**src/rtl/keypad_pkg.sv**
```systemverilog
// Shared types and helpers for the 4x4 keypad row scanner.
package keypad_pkg;

   typedef enum logic [1:0] {SCAN, DEBOUNCE, HELD} scan_state_t;

   localparam logic [3:0] ROW_IDLE  = 4'b1111;
   localparam logic [3:0] ROW_FIRST = 4'b1110;

   // True when exactly one bit of the active-low vector is driven low.
   function automatic logic is_one_cold(logic [3:0] v);
      case (v)
         4'b1110, 4'b1101, 4'b1011, 4'b0111: return 1'b1;
         default:                            return 1'b0;
      endcase
   endfunction

   function automatic logic [3:0] next_row(logic [3:0] r);
      return {r[2:0], r[3]};
   endfunction

endpackage

```
**src/rtl/keypad_sync_2ff.sv**
```systemverilog
// Two-flop synchronizer for asynchronous active-low inputs; resets to all-ones (idle).
module keypad_sync_2ff #(
   parameter int unsigned WIDTH = 4
) (
   input  logic             clk,
   input  logic             rst,
   input  logic [WIDTH-1:0] i_d,
   output logic [WIDTH-1:0] o_q
);

   logic [WIDTH-1:0] r_meta;
   logic [WIDTH-1:0] r_sync;

   always_ff @(posedge clk or posedge rst) begin
      if (rst) begin
         r_meta <= '1;
         r_sync <= '1;
      end else begin
         r_meta <= i_d;
         r_sync <= r_meta;
      end
   end

   assign o_q = r_sync;

endmodule

```
**src/rtl/keypad_row_scanner.sv**
```systemverilog
// 4x4 keypad row scanner with column debounce and press/release tracking.
// Define KEYPAD_AUTOREPEAT_EN to repeat key_strobe while a key stays held.
module keypad_row_scanner
   import keypad_pkg::*;
#(
   parameter int unsigned SCAN_DIV        = 27000,
   parameter int unsigned SETTLE_CYCLES   = 16,
   parameter int unsigned DEBOUNCE_CYCLES = 270000,
   parameter int unsigned REPEAT_CYCLES   = 13500000
) (
   input  logic       clk,
   input  logic       rst,
   input  logic [3:0] column_in,
   output logic [3:0] row_out,
   output logic [3:0] row_code,
   output logic [3:0] col_code,
   output logic       key_strobe,
   output logic       key_held
);

   localparam int unsigned MAX_A = (SCAN_DIV > DEBOUNCE_CYCLES) ? SCAN_DIV : DEBOUNCE_CYCLES;
   localparam int unsigned MAX_P = (MAX_A > REPEAT_CYCLES) ? MAX_A : REPEAT_CYCLES;
   localparam int unsigned CNT_W = (MAX_P > 2) ? $clog2(MAX_P) : 1;

   localparam logic [CNT_W-1:0] SCAN_LAST = CNT_W'(SCAN_DIV - 1);
   localparam logic [CNT_W-1:0] SETTLE_PT = CNT_W'(SETTLE_CYCLES);
   localparam logic [CNT_W-1:0] DEB_LAST  = CNT_W'(DEBOUNCE_CYCLES - 1);

   logic [3:0]       w_col_s;
   scan_state_t      r_state, w_state_nxt;
   logic [CNT_W-1:0] r_step_cnt, w_step_nxt;
   logic [CNT_W-1:0] r_deb_cnt, w_deb_nxt;
   logic [3:0]       r_cand_col, w_cand_nxt;
   logic [3:0]       r_row, w_row_nxt;
   logic [3:0]       r_row_code, w_row_code_nxt;
   logic [3:0]       r_col_code, w_col_code_nxt;
   logic             r_strobe, w_strobe_nxt;
   logic             r_held, w_held_nxt;
`ifdef KEYPAD_AUTOREPEAT_EN
   localparam logic [CNT_W-1:0] REP_LAST = CNT_W'(REPEAT_CYCLES - 1);
   logic [CNT_W-1:0] r_rep_cnt, w_rep_nxt;
`endif

   keypad_sync_2ff #(
      .WIDTH(4)
   ) u_sync (
      .clk(clk),
      .rst(rst),
      .i_d(column_in),
      .o_q(w_col_s)
   );

   always_comb begin
      w_state_nxt    = r_state;
      w_step_nxt     = r_step_cnt;
      w_deb_nxt      = r_deb_cnt;
      w_cand_nxt     = r_cand_col;
      w_row_nxt      = r_row;
      w_row_code_nxt = r_row_code;
      w_col_code_nxt = r_col_code;
      w_strobe_nxt   = 1'b0;
      w_held_nxt     = r_held;
`ifdef KEYPAD_AUTOREPEAT_EN
      w_rep_nxt      = r_rep_cnt;
`endif
      case (r_state)
         SCAN: begin
            if (r_step_cnt == SETTLE_PT && is_one_cold(w_col_s)) begin
               w_cand_nxt  = w_col_s;
               w_deb_nxt   = '0;
               w_step_nxt  = '0;
               w_state_nxt = DEBOUNCE;
            end else if (r_step_cnt == SCAN_LAST) begin
               w_row_nxt  = next_row(r_row);
               w_step_nxt = '0;
            end else begin
               w_step_nxt = r_step_cnt + 1'b1;
            end
         end
         DEBOUNCE: begin
            if (w_col_s == r_cand_col) begin
               if (r_deb_cnt == DEB_LAST) begin
                  w_row_code_nxt = r_row;
                  w_col_code_nxt = r_cand_col;
                  w_strobe_nxt   = 1'b1;
                  w_held_nxt     = 1'b1;
                  w_deb_nxt      = '0;
`ifdef KEYPAD_AUTOREPEAT_EN
                  w_rep_nxt      = '0;
`endif
                  w_state_nxt    = HELD;
               end else begin
                  w_deb_nxt = r_deb_cnt + 1'b1;
               end
            end else begin
               // Bounce or glitch: abandon the candidate and move on to the next row.
               w_row_nxt   = next_row(r_row);
               w_step_nxt  = '0;
               w_deb_nxt   = '0;
               w_state_nxt = SCAN;
            end
         end
         HELD: begin
`ifdef KEYPAD_AUTOREPEAT_EN
            if (w_col_s == r_cand_col) begin
               if (r_rep_cnt == REP_LAST) begin
                  w_strobe_nxt = 1'b1;
                  w_rep_nxt    = '0;
               end else begin
                  w_rep_nxt = r_rep_cnt + 1'b1;
               end
            end else begin
               w_rep_nxt = '0;
            end
`endif
            if (w_col_s == ROW_IDLE) begin
               if (r_deb_cnt == DEB_LAST) begin
                  w_held_nxt  = 1'b0;
                  w_deb_nxt   = '0;
                  w_row_nxt   = next_row(r_row);
                  w_step_nxt  = '0;
                  w_state_nxt = SCAN;
               end else begin
                  w_deb_nxt = r_deb_cnt + 1'b1;
               end
            end else begin
               w_deb_nxt = '0;
            end
         end
         default: w_state_nxt = SCAN;
      endcase
   end

   always_ff @(posedge clk or posedge rst) begin
      if (rst) begin
         r_state    <= SCAN;
         r_step_cnt <= '0;
         r_deb_cnt  <= '0;
         r_cand_col <= ROW_IDLE;
         r_row      <= ROW_FIRST;
         r_row_code <= ROW_IDLE;
         r_col_code <= ROW_IDLE;
         r_strobe   <= 1'b0;
         r_held     <= 1'b0;
`ifdef KEYPAD_AUTOREPEAT_EN
         r_rep_cnt  <= '0;
`endif
      end else begin
         r_state    <= w_state_nxt;
         r_step_cnt <= w_step_nxt;
         r_deb_cnt  <= w_deb_nxt;
         r_cand_col <= w_cand_nxt;
         r_row      <= w_row_nxt;
         r_row_code <= w_row_code_nxt;
         r_col_code <= w_col_code_nxt;
         r_strobe   <= w_strobe_nxt;
         r_held     <= w_held_nxt;
`ifdef KEYPAD_AUTOREPEAT_EN
         r_rep_cnt  <= w_rep_nxt;
`endif
      end
   end

   assign row_out    = r_row;
   assign row_code   = r_row_code;
   assign col_code   = r_col_code;
   assign key_strobe = r_strobe;
   assign key_held   = r_held;

endmodule

```
**config.mk**
```make
export PLATFORM = sky130hd
export DESIGN_NAME = keypad_row_scanner
export DESIGN_NICKNAME = d
export VERILOG_FILES = /design/src/rtl/keypad_pkg.sv /design/src/rtl/keypad_sync_2ff.sv /design/src/rtl/keypad_row_scanner.sv
export SDC_FILE = /design/constraint.sdc
export NUM_CORES = 1
export LEC_CHECK = 0
export CORE_AREA = 2 2 100 102
export CTS_CLUSTER_SIZE = 8
export DETAILED_ROUTE_END_ITERATION = 16
export DIE_AREA = 0 0 102 104
export PLACE_DENSITY = 0.6
export RECOVER_POWER = 50
export SLEW_MARGIN = 25
export SYNTH_ARGS = -nofsm -noshare
export SYNTH_HDL_FRONTEND = slang
export SYNTH_SLANG_ARGS = --single-unit
```
**constraint.sdc**
```tcl
create_clock -name clk -period 3.3 [get_ports clk]
set_input_delay 0.66 -clock clk [delete_from_list [all_inputs] [get_ports clk]]
set_output_delay 0.66 -clock clk [all_outputs]
set_load 0.05 [all_outputs]
```
==> GITHUB_STEP_SUMMARY, run 1 <==
## Synthesis and layout report

| Metric | Value |
|---|---|
| Net Sw Power | `654.5 uW` |
| Routed WL per cell | `approximately 16 microns` |
| Final Power | `2.365 mW` |
| Top Layout Cells | `dfrtp_1, nand2_1, nand3_1` |
| Max_cap viols | `0` |
| Top cells by area, synth | `dfrtp_1, dfstp_2, mux2_2` |
| Max-slew headroom | `6.709%` |
| CTS tree | `yes` |
| Routability cong. | `a little under 0.8` |
| RSZ-0062 raised after global routing | `no` |
| Setup TNS | `0 ps` |
| Synth Warn # | `0` |
| CP max FO | `16` |
| Vertical die size | `around 100 microns` |
| Starting DRT DRC Count | `207` |
| Ys async rst share | `100.0%` |
| Commonest Layout Cell | `dfrtp_1` |
| DRC viols | `0` |
| Crit path from | `r_deb_cnt[0]` |
| Final hold vios | `0` |
| CP Capture Type | `flip-flop` |
| Max-area cell share | `31.94%` |
| Internal Power | `~1.7 mW` |
| Yosys top cell by area | `dfrtp_1` |
| Post_cts resized | `0` |
| Crit Reg-Reg Startpoint | `r_deb_cnt[0]` |
| Final Critical Period | `around 3000 ps` |
| Placed inst area | `4493 sq um` |
| Leakage power | `1.848 nW` |
| Worst slew pin tran | `1398 ps` |
| EDFF count, synth | `0` |
| Flop2flop setup slack | `between 200 and 250 ps` |
| Yosys Instances | `about 420` |
| Syn nets | `435` |
| Antenna-violating nets left | `0` |
| Die width | `102 microns` |
| Clock Sinks | `76` |
| Status | `finished, final reports clean` |
| Share of cells above drive strength 1 | `17.26%` |
| Post-CTS setup buffers | `0` |
| Final setup violation count | `0` |
| Core Area | `9549 sq um` |
| # diodes | `0` |
| Main flop type | `dfrtp_1` |
| Fin area | `4725 sq um` |
| Clk root buf | `clkbuf_8` |
| Switching Share | `27.68%` |
| Total CTS buffers | `9` |
| Min-Delay Startpoint | `u_sync.r_meta[3]` |
| Final period util | `92.92%` |
| Final #Nets | `454` |
| Startpoint types | `flip-flop` |
| Final Max Slew Viols | `0` |
| Avg Vias per Cell | `5.775` |
| Netlist Area Pre-Place | `4153 sq um` |
| Area reported by Yosys stat | `4153 sq um` |
| Reg clk slew, reported paths | `around 80 ps` |
| Post-synth seq share | `between 40% and 50%` |
| Kind of critical path | `reg2reg` |
| Seq pwr share | `46.3%` |
| CTS Buffer Depth | `2` |
| Arrival time at the worst endpoint | `between 3000 and 4000 ps` |
| Pwr Density | `roughly 500 nW/um^2` |
| Fp_density | `43.49%` |
| Stage-log warning count | `30` |
| First-pass GRT wire length | `~16000 microns` |
| Global-route usage over all layers | `18.77%` |
| Cts hold-fix bufs | `0` |
| Largest net degree at the start of global routing | `38` |
| Htree depth | `3` |
| Vias in the first global route | `3189` |
| Unique cell types | `between 50 and 60` |
| DP Wirelength | `6296 microns` |
| Hold Crit Class | `reg2reg` |
| Synth Area per Inst | `9.841 sq um` |
| DRT Pass-1 Iters | `5` |
| Post-Synthesis Cells | `around 420` |
| # IOs | `20` |
| Crit path required time | `3530 ps` |
| Ys flops | `76` |
| Total global routing overflow | `0` |
| Initial antenna violation count | `0` |
| Port buffer count | `19` |
| Fmax | `0.3261 GHz` |
| Logic pwr share | `16.1%` |
| VDD IR max | `0.0002496 V` |
| Die ar. | `10610 sq um` |
[run 1: flip-flops by register name, summed over array words and instances (netlist names)]
name	flops
key_strobe	1
key_held	1
u_sync.o_q	4
row_code	4
col_code	4
r_deb_cnt	24
r_state	2
r_cand_col	4
row_out	4
r_step_cnt	24
u_sync.r_meta	4
[run 1: path summary, 6_finish.rpt]
check / end / depth (start not counted)
max reg2reg: r_deb_cnt[20] / 7
min reg2reg: u_sync.o_q[3] / 0
min in group asynchronous: r_deb_cnt[1] / 2
max in group asynchronous: r_step_cnt[14] / 3
max: r_deb_cnt[20] / 7
min: u_sync.o_q[3] / 0
[run 1: synthesized netlist by cell type (all sizes together), types with 5 or more instances]
cell,n
a21o,11
a21oi,9
a22o,13
a22oi,8
a2bb2oi,11
buf,7
clkbuf,12
dfrtp,53
dfstp,23
ha,7
inv,22
mux2,15
nand2,44
nand3,34
nand4,15
nor2,26
nor3,9
nor4,5
o21ai,11
o22ai,5
o311ai,6
o31ai,13
or3,5
[run 1: layer usage]
metal | global-route usage, % | vias to the layer above | part of all wire, %
li1 | - | 1629 | -
met1 | 28.18 | 1650 | 50
met2 | 26.74 | 63 | 45
met3 | 4.167 | 2 | 4.0
met4 | 6.190 | 0 | 0.42
met5 | 0 | - | 0
[run 1: metrics by stage]
step,setup WS [ps],hold WS (ps),cells
global route,11.32,366.0,579
finish,233.6,356.9,579
global placement,429.2,346.4,563
detailed placement,285.9,347.5,563
floorplan,739.7,345.2,422
CTS,320.5,358.4,579
[run 1: power by group through the flow]
| stage | logic, mW | registers, mW | clock network, mW |
|---|---|---|---|
| 3_3_place_gp | 0.380 | 1.11 | 0 |
| 6_report | 0.380 | 1.09 | 0.890 |
| 4_1_cts | 0.390 | 1.09 | 0.912 |
| 3_5_place_dp | 0.388 | 1.11 | 0 |
| 5_1_grt | 0.429 | 1.11 | 0.958 |
| 2_1_floorplan | 0.320 | 1.07 | 0 |
[run 1: cell families (layout without fill, tap and decap cells)]
| group | count (synthesis) | in the layout | share of synthesized area [%] |
|---|---|---|---|
| simple gates | 167 | 167 | 21.45 |
| compound gates | 111 | 111 | 20.58 |
| flops | 76 | 76 | 46.49 |
| buf+inv | 41 | 65 | 4.248 |
| mux | 15 | 15 | 4.067 |
| fa+ha+maj | 7 | 7 | 2.109 |
| xor+xnor | 5 | 5 | 1.054 |
[run 1: worst max-delay path, cell delays in order (launching register included)]
cell and delay (ps):
dfrtp_1 420, ha_1 240, and4_1 260, or3b_4 280, nor2_1 100, a211oi_2 690
nand3_2 450, o41ai_1 490
[run 1: final cells by class]
type	instances	area [sq um]
Fill cell	896	4825
Sequential cell	76	1931
Clock inverter	4	95.09
Clock buffer	12	155.1
Inverter	22	82.58
Multi-Input combinational cell	305	2051
Timing Repair Buffer	27	244.0
Tap cell	133	166.4
**Run 1: met1 routing**

Supply wires on this layer in grey. Cells faint in the background.
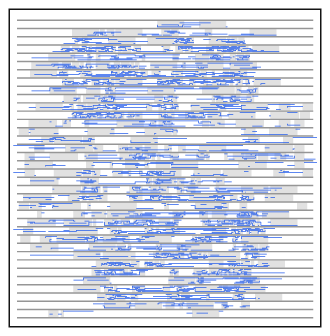
wire length on this layer	4620 microns
main direction	horizontal
via count: 3344
WL final: 9184 microns
met1 usage: 28.18%

**Run 1: cells coloured by class**

The bar under the picture is 20 microns long.
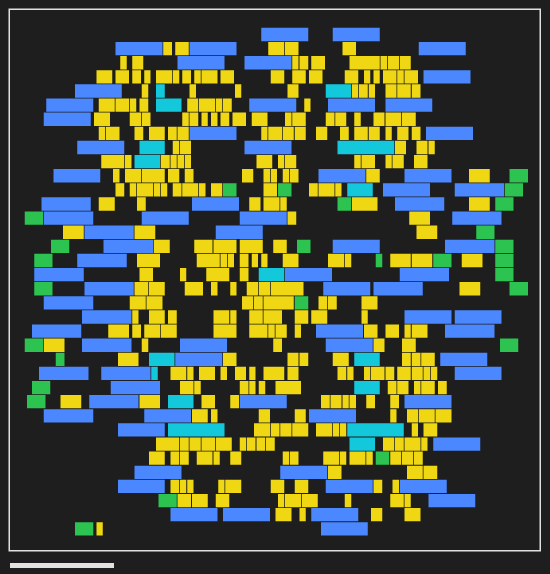
class	colour	cells	share of their area
sequential cells	blue	76	42%
clock drivers and dummy loads	cyan	16	5.5%
combinational and other logic	yellow	327	47%
remaining buffers and delay cells	green	27	5.4%
Seq/total area: 40.86%
row cnt: 36
Final Util: 49.48%

**Run 1: clock distribution**

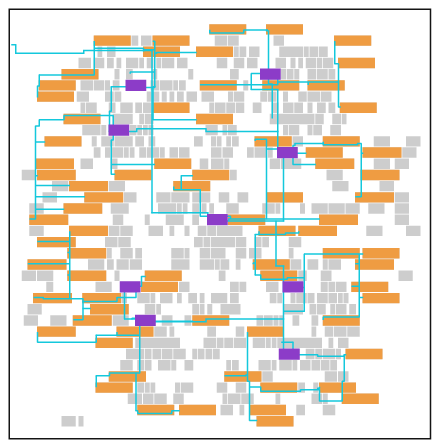
[flip-flops] orange | count: 76
[clock drivers] purple | count: 9
[clock wires] cyan | length: 1070 microns
flops lie	spread over the die
routed clock nets	10
Worst-Skew Late Latency: 350 ps
Clock net power: 890 uW
Clk network pwr share: 37.6%
clk_skew: 10.68 ps

**Run 1: cells by drive strength**

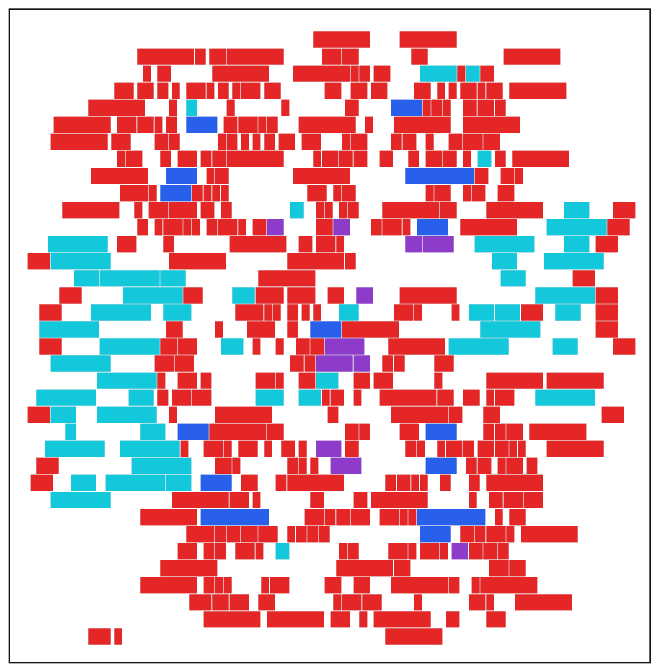
size	colour	cells	most used
_2 cells	cyan	52	dfstp_2
_6 and larger	blue	14	clkbuf_8
_3 and _4 cells	purple	11	buf_4
_0 and _1 cells	red	369	dfrtp_1
area delta synth->final: 13.77%
Final WS setup: 233.6 ps
non-clock buffer count in the final layout: 27

--- run 2 (diff from run 1) ---
--- a/config.mk
+++ b/config.mk
@@ -15,3 +15,4 @@
 export SYNTH_ARGS = -nofsm -noshare
 export SYNTH_HDL_FRONTEND = slang
 export SYNTH_SLANG_ARGS = --single-unit
+export TNS_END_PERCENT = 20
==> constraint.sdc (replaced) <==
create_clock -name clk -period 3.3 [get_ports clk]
set_input_delay 0.66 -clock clk [delete_from_list [all_inputs] [get_ports clk]]
set_output_delay 0.66 -clock clk [all_outputs]
set_load 0.1 [all_outputs]
**Run 2: cells by drive strength**

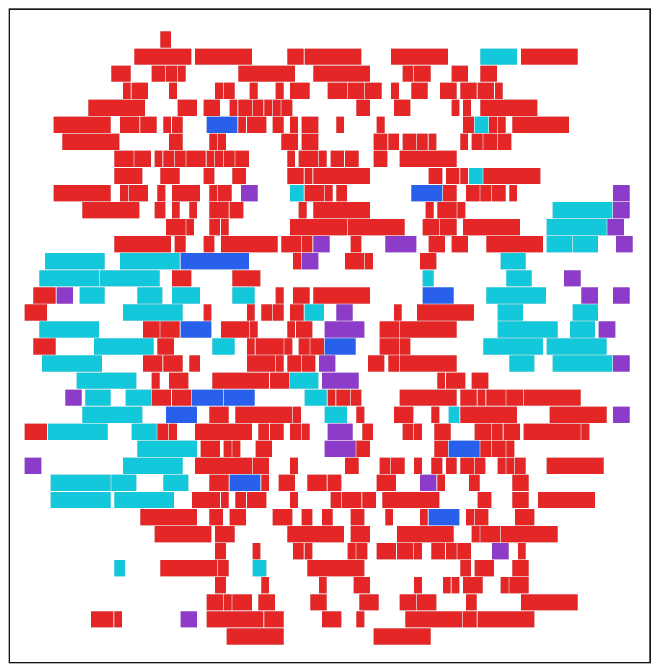
size	colour	cells	most used
_2 cells	cyan	53	dfstp_2
_3 and _4 cells	purple	26	buf_4
_6 and larger	blue	12	clkbuf_8
_0 and _1 cells	red	355	dfrtp_1
Final WS setup: 357.0 ps
area delta synth->final: 11.78%
fin area: 4642 sq um

**Run 2: cells coloured by class**

The bar under the picture is 20 microns long.
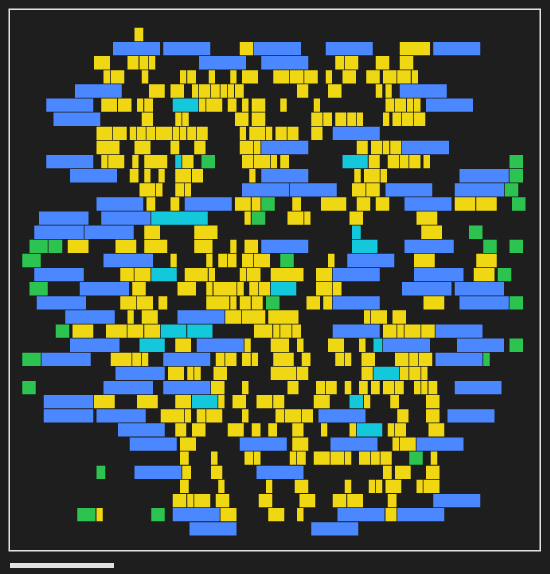
class	colour	cells	share of their area
clock drivers and dummy loads	cyan	16	4.5%
combinational and other logic	yellow	327	48%
sequential cells	blue	76	43%
remaining buffers and delay cells	green	27	4.7%
Core Area: 9549 sq um
Seq/total area: 41.59%
Final Util: 48.61%

==> GITHUB_STEP_SUMMARY, run 2 <==
## Synthesis and layout report

| Metric | Value |
|---|---|
| Max_cap viols | `0` |
| Main flop type | `dfrtp_1` |
| CTS tree | `yes` |
| Area reported by Yosys stat | `between 4000 and 5000 sq um` |
| Total global routing overflow | `0` |
| Worst-Skew Late Latency | `360 ps` |
| # IOs | `20` |
| First-pass GRT wire length | `15800 microns` |
| Final #Nets | `454` |
| Hold Crit Class | `reg2reg` |
| Ys flops | `76` |
| Die ar. | `about 11000 sq um` |
| Status | `finished, final reports clean` |
| Arrival time at the worst endpoint | `3190 ps` |
| Global-route usage over all layers | `18.49%` |
| Vias in the first global route | `3233` |
| Hold WS | `357.0 ps` |
| Die width | `102 microns` |
| Starting DRT DRC Count | `around 220` |
| Startpoint types | `flip-flop` |
| Top cells by area, synth | `dfrtp_1, dfstp_2, mux2_2` |
| Critical path's slowest cell | `a211oi_2` |
| Stage-log warning count | `30` |
| Synth Warn # | `0` |
| Avg Vias per Cell | `~5.7` |
| Synth Area per Inst | `between 9 and 10 sq um` |
| Final Power | `2.210 mW` |
| RSZ-0062 raised after global routing | `no` |
| Yosys Instances | `422` |
| Post_cts resized | `0` |
| CTS Buffer Depth | `2` |
| Row cnt | `36` |
| Reg clk slew, reported paths | `80 ps` |
| Most frequent cell after synthesis | `dfrtp_1` |
| Pwr Density | `~480 nW/um^2` |
| Cell family with most CP delay | `AND-OR/OR-AND gates` |
| Final hold vios | `0` |
| Clock Sinks | `76` |
| Fmax | `approximately 0.34 GHz` |
| CP Capture Type | `flip-flop` |
| Critical path's largest stage delay | `650 ps` |
| Antenna-violating nets left | `0` |
| Setup TNS | `0 ps` |
| Reg2reg path depth | `7` |
| Non-Filler Instances | `between 500 and 600` |
| Final Critical Period | `approximately 2900 ps` |
| Netlist Area Pre-Place | `4153 sq um` |
| Post-Synthesis Cells | `422` |
| DRC viols | `0` |
| Placed inst area | `4458 sq um` |
| Unique cell types | `59` |
| Cts hold-fix bufs | `0` |
| Max-slew headroom | `approximately 31%` |
| VDD IR max | `0.0002742 V` |
| Fp_density | `43.49%` |
| Vertical die size | `104 microns` |
| Initial antenna violation count | `0` |
| Crit path required time | `3540 ps` |
| Total CTS buffers | `9` |
| Critical Path, Cell by Cell | `ha_1 > and4_1 > or3b_4 > nor2_1 > a211oi_2 > nand3_2 > o41ai_1` |
| Placed cells | `563` |
-- run 2: cell counts after synthesis --
Identical to the previous run, type by type.
-- run 2: per-stage QoR --
stage	utilization, %	setup WS (ps)
after global placement	46.69	449.0
final	48.61	357.0
after detailed placement	46.69	359.9
after floorplan	-	739.7
after CTS	48.81	368.9
after global routing	48.61	95.45
-- run 2: kinds of logic (layout without fill, tap and decap cells) --
logic type,count (synthesis),after routing,share of synthesized area [%]
fa+ha+maj,7,7,2.109
buf+inv,41,65,4.248
compound gates,111,111,20.58
flops,76,76,46.49
simple gates,167,167,21.45
xor+xnor,5,5,1.054
mux,15,15,4.067
-- run 2: power by group --
group          internal, mW  switching [mW]
clock                 0.389           0.346
combinational         0.154           0.227
sequential             1.01          0.0815
total                  1.56           0.654
-- run 2: worst max-delay path by stage --
stage	start	end	slack (ps)	cells after the start
floorplan	rst	key_held	740	1
global placement	r_deb_cnt[0]	r_deb_cnt[20]	450	7
detailed placement	r_deb_cnt[0]	r_deb_cnt[20]	360	7
CTS	r_deb_cnt[0]	r_deb_cnt[20]	370	7
global route	r_deb_cnt[0]	r_deb_cnt[7]	100	7
finish	r_deb_cnt[0]	r_deb_cnt[20]	360	7
-- run 2: area by class of cell --
class / instances / area [sq um]
repair buffers: 27 / 209.0
clock inverters: 4 / 47.55
fillers: 940 / 4907
well taps: 133 / 166.4
flip-flops and latches: 76 / 1931
clock buffers: 12 / 155.1
multi-input cells: 305 / 2051
inverters: 22 / 82.58
-- run 2: per-layer routing --
| metal | GRT usage (%) | share of wire (%) |
|---|---|---|
| met2 | 26.03 | 44 |
| met5 | 0 | 0 |
| met1 | 28.29 | 50 |
| met3 | 3.831 | 4.0 |
| met4 | 6.000 | 1.4 |
No activity file was given, so power comes from the tool's default toggle rates.
